placement.png
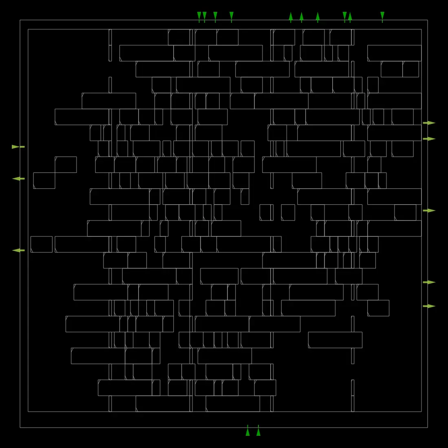
metal_density.png
Bar = 20 um. The die is cut into 14 by 14 equal tiles; black is low, pale yellow is high, scaled to the fullest tile. Values are wire area over tile area, all layers added.
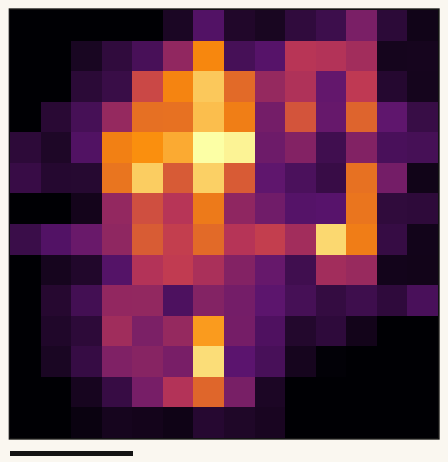
--- src/rtl/urna_pkg.sv ---
// urna_pkg: key codes, vote status encodings and FSM states shared by the keypad front-end
package urna_pkg;
  localparam logic [3:0] KEY_CONFIRMA = 4'd10;
  localparam logic [3:0] KEY_CORRIGE = 4'd11;
  localparam logic [3:0] KEY_FIM = 4'd12;
  typedef enum logic [1:0] {ST_NONE, ST_C1, ST_C2, ST_NULL} vote_status_e;
  typedef enum logic [2:0] {S_IDLE, S_COLLECT, S_SEND, S_WAIT, S_CLOSED} urna_state_e;
  function automatic logic is_digit(input logic [3:0] k);
    return k <= 4'd9;
  endfunction
endpackage

--- src/rtl/urna_teclado_if.sv ---
// urna_teclado_if: keypad handshake plus the digit/valid link to the ballot counter
interface urna_teclado_if;
  logic key_valid;
  logic [3:0] key_code;
  logic key_ready;
  logic [1:0] VoteStatus;
  logic [3:0] digit;
  logic valid;
  logic swap;
  logic finish;
  logic busy;
  logic vote_done;
  logic error;
  modport master (output key_valid, key_code, VoteStatus,
                  input key_ready, digit, valid, swap, finish, busy, vote_done, error);
  modport slave (input key_valid, key_code, VoteStatus,
                 output key_ready, digit, valid, swap, finish, busy, vote_done, error);
endinterface

--- src/rtl/urna_strobe_gen.sv ---
// urna_strobe_gen: replays a digit buffer as one-cycle valid strobes separated by a fixed gap
module urna_strobe_gen #(
  parameter int DIGITS = 2,
  parameter int GAP_CYCLES = 4
) (
  input  logic clk,
  input  logic rst_n,
  input  logic start,
  input  logic [DIGITS-1:0][3:0] code_buf,
  output logic done,
  output logic [3:0] digit,
  output logic valid
);
  localparam int IW = DIGITS > 1 ? $clog2(DIGITS) : 1;
  localparam int GW = $clog2(GAP_CYCLES + 1);
  logic active;
  logic [IW-1:0] idx;
  logic [GW-1:0] cnt;
  logic gap_end;
  assign gap_end = active && cnt == GW'(GAP_CYCLES);
  // done is combinational so the caller leaves SEND on the last gap cycle itself
  assign done = gap_end && idx == IW'(DIGITS - 1);
  always_ff @(posedge clk or negedge rst_n) begin
    if (!rst_n) begin
      active <= 1'b0;
      idx <= '0;
      cnt <= '0;
      digit <= '0;
      valid <= 1'b0;
    end else if (start) begin
      active <= 1'b1;
      idx <= '0;
      cnt <= '0;
      digit <= code_buf[0];
      valid <= 1'b1;
    end else if (done) begin
      active <= 1'b0;
      valid <= 1'b0;
    end else if (gap_end) begin
      idx <= idx + 1'b1;
      cnt <= '0;
      digit <= code_buf[idx + 1'b1];
      valid <= 1'b1;
    end else if (active) begin
      cnt <= cnt + 1'b1;
      valid <= 1'b0;
    end
  end
endmodule

--- src/rtl/urna_teclado.sv ---
// urna_teclado: keypad front-end collecting a candidate code and sending it to the ballot counter
module urna_teclado
  import urna_pkg::*;
#(
  parameter int DIGITS = 2,
  parameter int GAP_CYCLES = 4,
  parameter int TIMEOUT = 255
) (
  input logic clk,
  input logic rst_n,
  urna_teclado_if.slave bus
);
  localparam int CW = $clog2(DIGITS + 1);
  localparam int IW = DIGITS > 1 ? $clog2(DIGITS) : 1;
  localparam int TW = $clog2(TIMEOUT + 1);
  urna_state_e state;
  logic [DIGITS-1:0][3:0] code_buf;
  logic [CW-1:0] count;
  logic [IW-1:0] wr_idx;
  logic [TW-1:0] timer;
  logic accept, start, done;
  assign bus.key_ready = state == S_IDLE || state == S_COLLECT;
  assign accept = bus.key_valid && bus.key_ready;
  assign wr_idx = count[IW-1:0];
  // start is taken straight from the accepted CONFIRMA so the first strobe follows in the next cycle
  assign start = accept && state == S_COLLECT && bus.key_code == KEY_CONFIRMA && count == CW'(DIGITS);
  urna_strobe_gen #(.DIGITS(DIGITS), .GAP_CYCLES(GAP_CYCLES)) u_strobe (
    .clk(clk),
    .rst_n(rst_n),
    .start(start),
    .code_buf(code_buf),
    .done(done),
    .digit(bus.digit),
    .valid(bus.valid)
  );
  always_ff @(posedge clk or negedge rst_n) begin
    if (!rst_n) begin
      state <= S_IDLE;
      code_buf <= '0;
      count <= '0;
      timer <= '0;
      bus.swap <= 1'b0;
      bus.finish <= 1'b0;
      bus.busy <= 1'b0;
      bus.vote_done <= 1'b0;
      bus.error <= 1'b0;
    end else begin
      bus.swap <= 1'b0;
      bus.vote_done <= 1'b0;
      bus.error <= 1'b0;
      case (state)
        S_IDLE:
          if (accept && is_digit(bus.key_code)) begin
            code_buf[0] <= bus.key_code;
            count <= CW'(1);
            state <= S_COLLECT;
          end else if (accept && bus.key_code == KEY_FIM) begin
            bus.finish <= 1'b1;
            state <= S_CLOSED;
          end
        S_COLLECT:
          if (start) begin
            bus.busy <= 1'b1;
            state <= S_SEND;
          end else if (accept && bus.key_code == KEY_CORRIGE) begin
            code_buf <= '0;
            count <= '0;
            bus.swap <= 1'b1;
            state <= S_IDLE;
          end else if (accept && is_digit(bus.key_code) && count < CW'(DIGITS)) begin
            code_buf[wr_idx] <= bus.key_code;
            count <= count + 1'b1;
          end
        S_SEND:
          if (done) begin
            timer <= '0;
            state <= S_WAIT;
          end
        S_WAIT:
          if (bus.VoteStatus != ST_NONE || timer == TW'(TIMEOUT - 1)) begin
            bus.vote_done <= bus.VoteStatus != ST_NONE;
            bus.error <= bus.VoteStatus == ST_NONE;
            bus.busy <= 1'b0;
            code_buf <= '0;
            count <= '0;
            state <= S_IDLE;
          end else begin
            timer <= timer + 1'b1;
          end
        default: ;
      endcase
    end
  end
endmodule
--- src/flat_wrapper.sv ---
// flat-port wrapper written by rule: the top's interface ports become plain ports
module urna_teclado_flat import urna_pkg::*;
#(
  parameter int DIGITS = 2,
  parameter int GAP_CYCLES = 4,
  parameter int TIMEOUT = 255
)
  (clk, rst_n, bus_key_valid, bus_key_code, bus_VoteStatus, bus_key_ready, bus_digit, bus_valid, bus_swap, bus_finish, bus_busy, bus_vote_done, bus_error);
  urna_teclado_if bus_i ();
  input logic clk;
  input logic rst_n;
  input wire logic [$bits(bus_i.key_valid)-1:0] bus_key_valid;
  input wire logic [$bits(bus_i.key_code)-1:0] bus_key_code;
  input wire logic [$bits(bus_i.VoteStatus)-1:0] bus_VoteStatus;
  output wire logic [$bits(bus_i.key_ready)-1:0] bus_key_ready;
  output wire logic [$bits(bus_i.digit)-1:0] bus_digit;
  output wire logic [$bits(bus_i.valid)-1:0] bus_valid;
  output wire logic [$bits(bus_i.swap)-1:0] bus_swap;
  output wire logic [$bits(bus_i.finish)-1:0] bus_finish;
  output wire logic [$bits(bus_i.busy)-1:0] bus_busy;
  output wire logic [$bits(bus_i.vote_done)-1:0] bus_vote_done;
  output wire logic [$bits(bus_i.error)-1:0] bus_error;
  assign bus_i.key_valid = bus_key_valid;
  assign bus_i.key_code = bus_key_code;
  assign bus_i.VoteStatus = bus_VoteStatus;
  assign bus_key_ready = bus_i.key_ready;
  assign bus_digit = bus_i.digit;
  assign bus_valid = bus_i.valid;
  assign bus_swap = bus_i.swap;
  assign bus_finish = bus_i.finish;
  assign bus_busy = bus_i.busy;
  assign bus_vote_done = bus_i.vote_done;
  assign bus_error = bus_i.error;
  urna_teclado #(.DIGITS(DIGITS), .GAP_CYCLES(GAP_CYCLES), .TIMEOUT(TIMEOUT)) u_core (.clk(clk), .rst_n(rst_n), .bus(bus_i));
endmodule
--- config.mk ---
export PLATFORM = sky130hd
export DESIGN_NAME = urna_teclado_flat
export DESIGN_NICKNAME = d
export VERILOG_FILES = /design/src/rtl/urna_pkg.sv /design/src/rtl/urna_teclado_if.sv /design/src/rtl/urna_strobe_gen.sv /design/src/rtl/urna_teclado.sv /design/src/flat_wrapper.sv
export SDC_FILE = /design/constraint.sdc
export NUM_CORES = 1
export LEC_CHECK = 0
export CAP_MARGIN = 25
export CORE_MARGIN = 1
export CORE_UTILIZATION = 41
export DETAILED_ROUTE_END_ITERATION = 16
export PLACE_DENSITY = 0.69
export SLEW_MARGIN = 20
export SYNTH_ARGS = -nofsm -noshare
export SYNTH_HDL_FRONTEND = slang
export SYNTH_SLANG_ARGS = --single-unit
--- constraint.sdc ---
create_clock -name clk -period 2.7 [get_ports clk]
set_clock_uncertainty 0.05 [all_clocks]
set_input_delay 0.405 -clock clk [delete_from_list [all_inputs] [get_ports clk]]
set_output_delay 0.405 -clock clk [all_outputs]
set_load 0.02 [all_outputs]
==> results.toml <==
# generated from flow reports
[clocking]
clkTransAtPathRegs_ns = 0.06
cts_buffer_depth = 2
cts_tree = "done"
cts_made_buffers = 5
clockRootBuffer = "clkbuf_8"
post_cts_buffers = 0
hold_buffers = 0

[floorplanning]
initial_core_util_pct = 42.7
die_width_um = 69.6
core_area_um2 = 4380
row_count = 24

[setup_path]
path_max_fanout = 5
cp_data_required_time_ns = 2.81
timing.rr.end = "u_core.code_buf[3]"
cp_slowest_stage_delay_ns = 0.67
cp_common_cell = "o21ai_0"
worstPathCellList = "clkdlybuf4s50_1, o21ai_0, a2111oi_0, o21ai_0, nand3_1, mux2_2"
r2r-start = "u_core.count[0]"
critPathCaptureType = "flip-flop"
rr_worst_depth = 7
critPathLaunchType = "primary input"
cp_data_arrival_time_ns = 2.50

[sta]
fin_ws_ns = 0.316
setup_tns_ns = 0
slew_viol_final = 0
maxSlewHeadroom_pct = 53.7
hold_violations = 0
hold_ws_ns = 0.443
setup_viol = 0
tightestPinTransition_ns = 0.677
period_used_pct = 88.3

[placement]
placed_area_um2 = 2130
port-buffer-count = 19
hpwl_mm = 2.73
gp_congestion = 0.878
dp_slack_ns = 0.105

[global_route]
grt_max_degree = 37
busiest_layer = "met1"
grt_pass1_vias = 1389
globalRouteMet2Util_pct = 24.5
grt_overflow = 0
grt_first_pass_wirelength_mm = 6.62
met1_usage_pct = 25.1

[synthesis]
ys_cells = 176
synth_nets = 190
async_flop_share_pct = 100
ys_types = 53
yosysWarnings = 0
synthCells = 176
syn_avg_cell_area_um2 = 10.6
ys_seq_share_pct = 48.1
edf_count = 0
yosys.area.top_type_share_pct = 48.1
synthesis.area_um2 = 1870
topCellsByArea = "dfrtp_1 (48%), nor2_1 (3.6%), ha_1 (3.3%), o21ai_0 (2.9%), mux2i_1 (2.7%)"

[pwr]
p_per_area_nw_per_um2 = 709
cellLeakagePower_nw = 0.959

[finish]
synthToLayoutAreaGrowth_pct = 18.9
fillCellCount = 416
num-nets-final = 216
layout.cells.most_common = "dfrtp_1"

[run]
maxCapViolations = 0
tool_warnings = 28

[worst_hold_path]
hold_end = "u_core.bus.finish"

[run_status]
outcome = "complete, no violations"

[route]
viasPerCell = 5.66
## Picture notes: placement.png
seq_cells: 36
final core utilization: 50.8%

## Picture notes: metal_density.png
fullest tile: 0.45
mean over tiles: 0.12
tiles over half the peak: 18%
emptiest ninth of the die: south-east
nearly empty tiles: 18%
DR vias: 1444
drt total wl: 3.78 mm
GRT Total Usage: 17.3%
WL/cell: 14.8 um

stage by stage:
| stage | std cells | util (%) |
|---|---|---|
| 2_1_floorplan | 176 | - |
| 3_3_place_gp | 247 | 48.7 |
| 3_5_place_dp | 247 | 48.7 |
| 4_1_cts | 255 | 50.8 |
| 5_1_grt | 255 | 50.8 |
| 6_report | 255 | 50.8 |
registers in the layout, summed over array words and instances, names as in the netlist:
name and cells:
u_core.bus.busy 1, u_core.bus.error 1, u_core.bus.finish 1, u_core.bus.swap 1
u_core.bus.vote_done 1, u_core.code_buf 8, u_core.count 2, u_core.state 3
u_core.timer 8, u_core.u_strobe.active 1, u_core.u_strobe.cnt 3, u_core.u_strobe.digit 4
u_core.u_strobe.idx 1, u_core.u_strobe.valid 1
synthesized netlist by cell type, types with 2 or more instances:
cell type / count
a21oi_1: 6
a22o_1: 3
a31o_2: 2
a31oi_1: 2
a32o_1: 4
and2_1: 2
and3_1: 2
clkbuf_1: 2
dfrtp_1: 36
ha_1: 5
inv_1: 7
mux2_2: 2
mux2i_1: 5
nand2_1: 13
nand2b_1: 4
nand3_1: 4
nand3b_1: 3
nand4_1: 3
nand4b_1: 2
nor2_1: 18
nor3_1: 5
o211ai_1: 2
o21ai_0: 11
xnor2_1: 2
xor2_1: 3
layer usage:
layer  wire, um  vias to the layer above
li1           -                      700
met1       1900                      699
met2       1670                       37
met3        130                        8
met4         70                        0
met5          0                        -
logic make-up (layout without fill, tap and decap cells):
group / after synthesis / in the layout / share of synthesized area (%)
simple gates: 68 / 68 / 21.4
flops: 36 / 36 / 48.1
mux: 7 / 7 / 3.87
xor+xnor: 5 / 5 / 2.34
fa+ha+maj: 5 / 5 / 3.34
compound gates: 43 / 43 / 17.9
buf+inv: 12 / 39 / 3.07
worst max path at each step:
stage                     from                  to  slack [ns]  cells after the start
3_5_place_dp   bus_key_code[3]     u_core.state[0]        0.10                      6
6_report       bus_key_code[3]     u_core.state[0]        0.32                      6
5_1_grt        bus_key_code[3]     u_core.state[0]        0.27                      6
4_1_cts        bus_key_code[1]     u_core.state[0]        0.38                      6
3_3_place_gp   bus_key_code[1]     u_core.state[0]        0.27                      6
2_1_floorplan  u_core.count[0]  u_core.code_buf[0]        0.80                      7
critical path, delay by kind of cell:
kind            cells  cell delay (ns)
compound gates      3             1.05
buf+inv             1             0.56
mux                 1             0.34
simple gates        1             0.14
power breakdown:
part	leakage, nW	switching, mW	total, mW	internal, mW
sequential	0.451	0.134	0.789	0.655
combinational	0.457	0.207	0.412	0.205
clock	0.0510	0.175	0.379	0.203
total	0.959	0.517	1.58	1.06
layout make-up:
class / instances / area, um2 / area share [%]
Clock buffer: 6 / 82.6 / 3.71
Clock inverter: 2 / 10.0 / 0.449
Inverter: 7 / 26.3 / 1.18
Multi-Input combinational cell: 128 / 915 / 41.1
Sequential cell: 36 / 901 / 40.4
Tap cell: 52 / 65.1 / 2.92
Timing Repair Buffer: 24 / 228 / 10.2
No activity file was given, so power comes from the tool's default toggle rates.
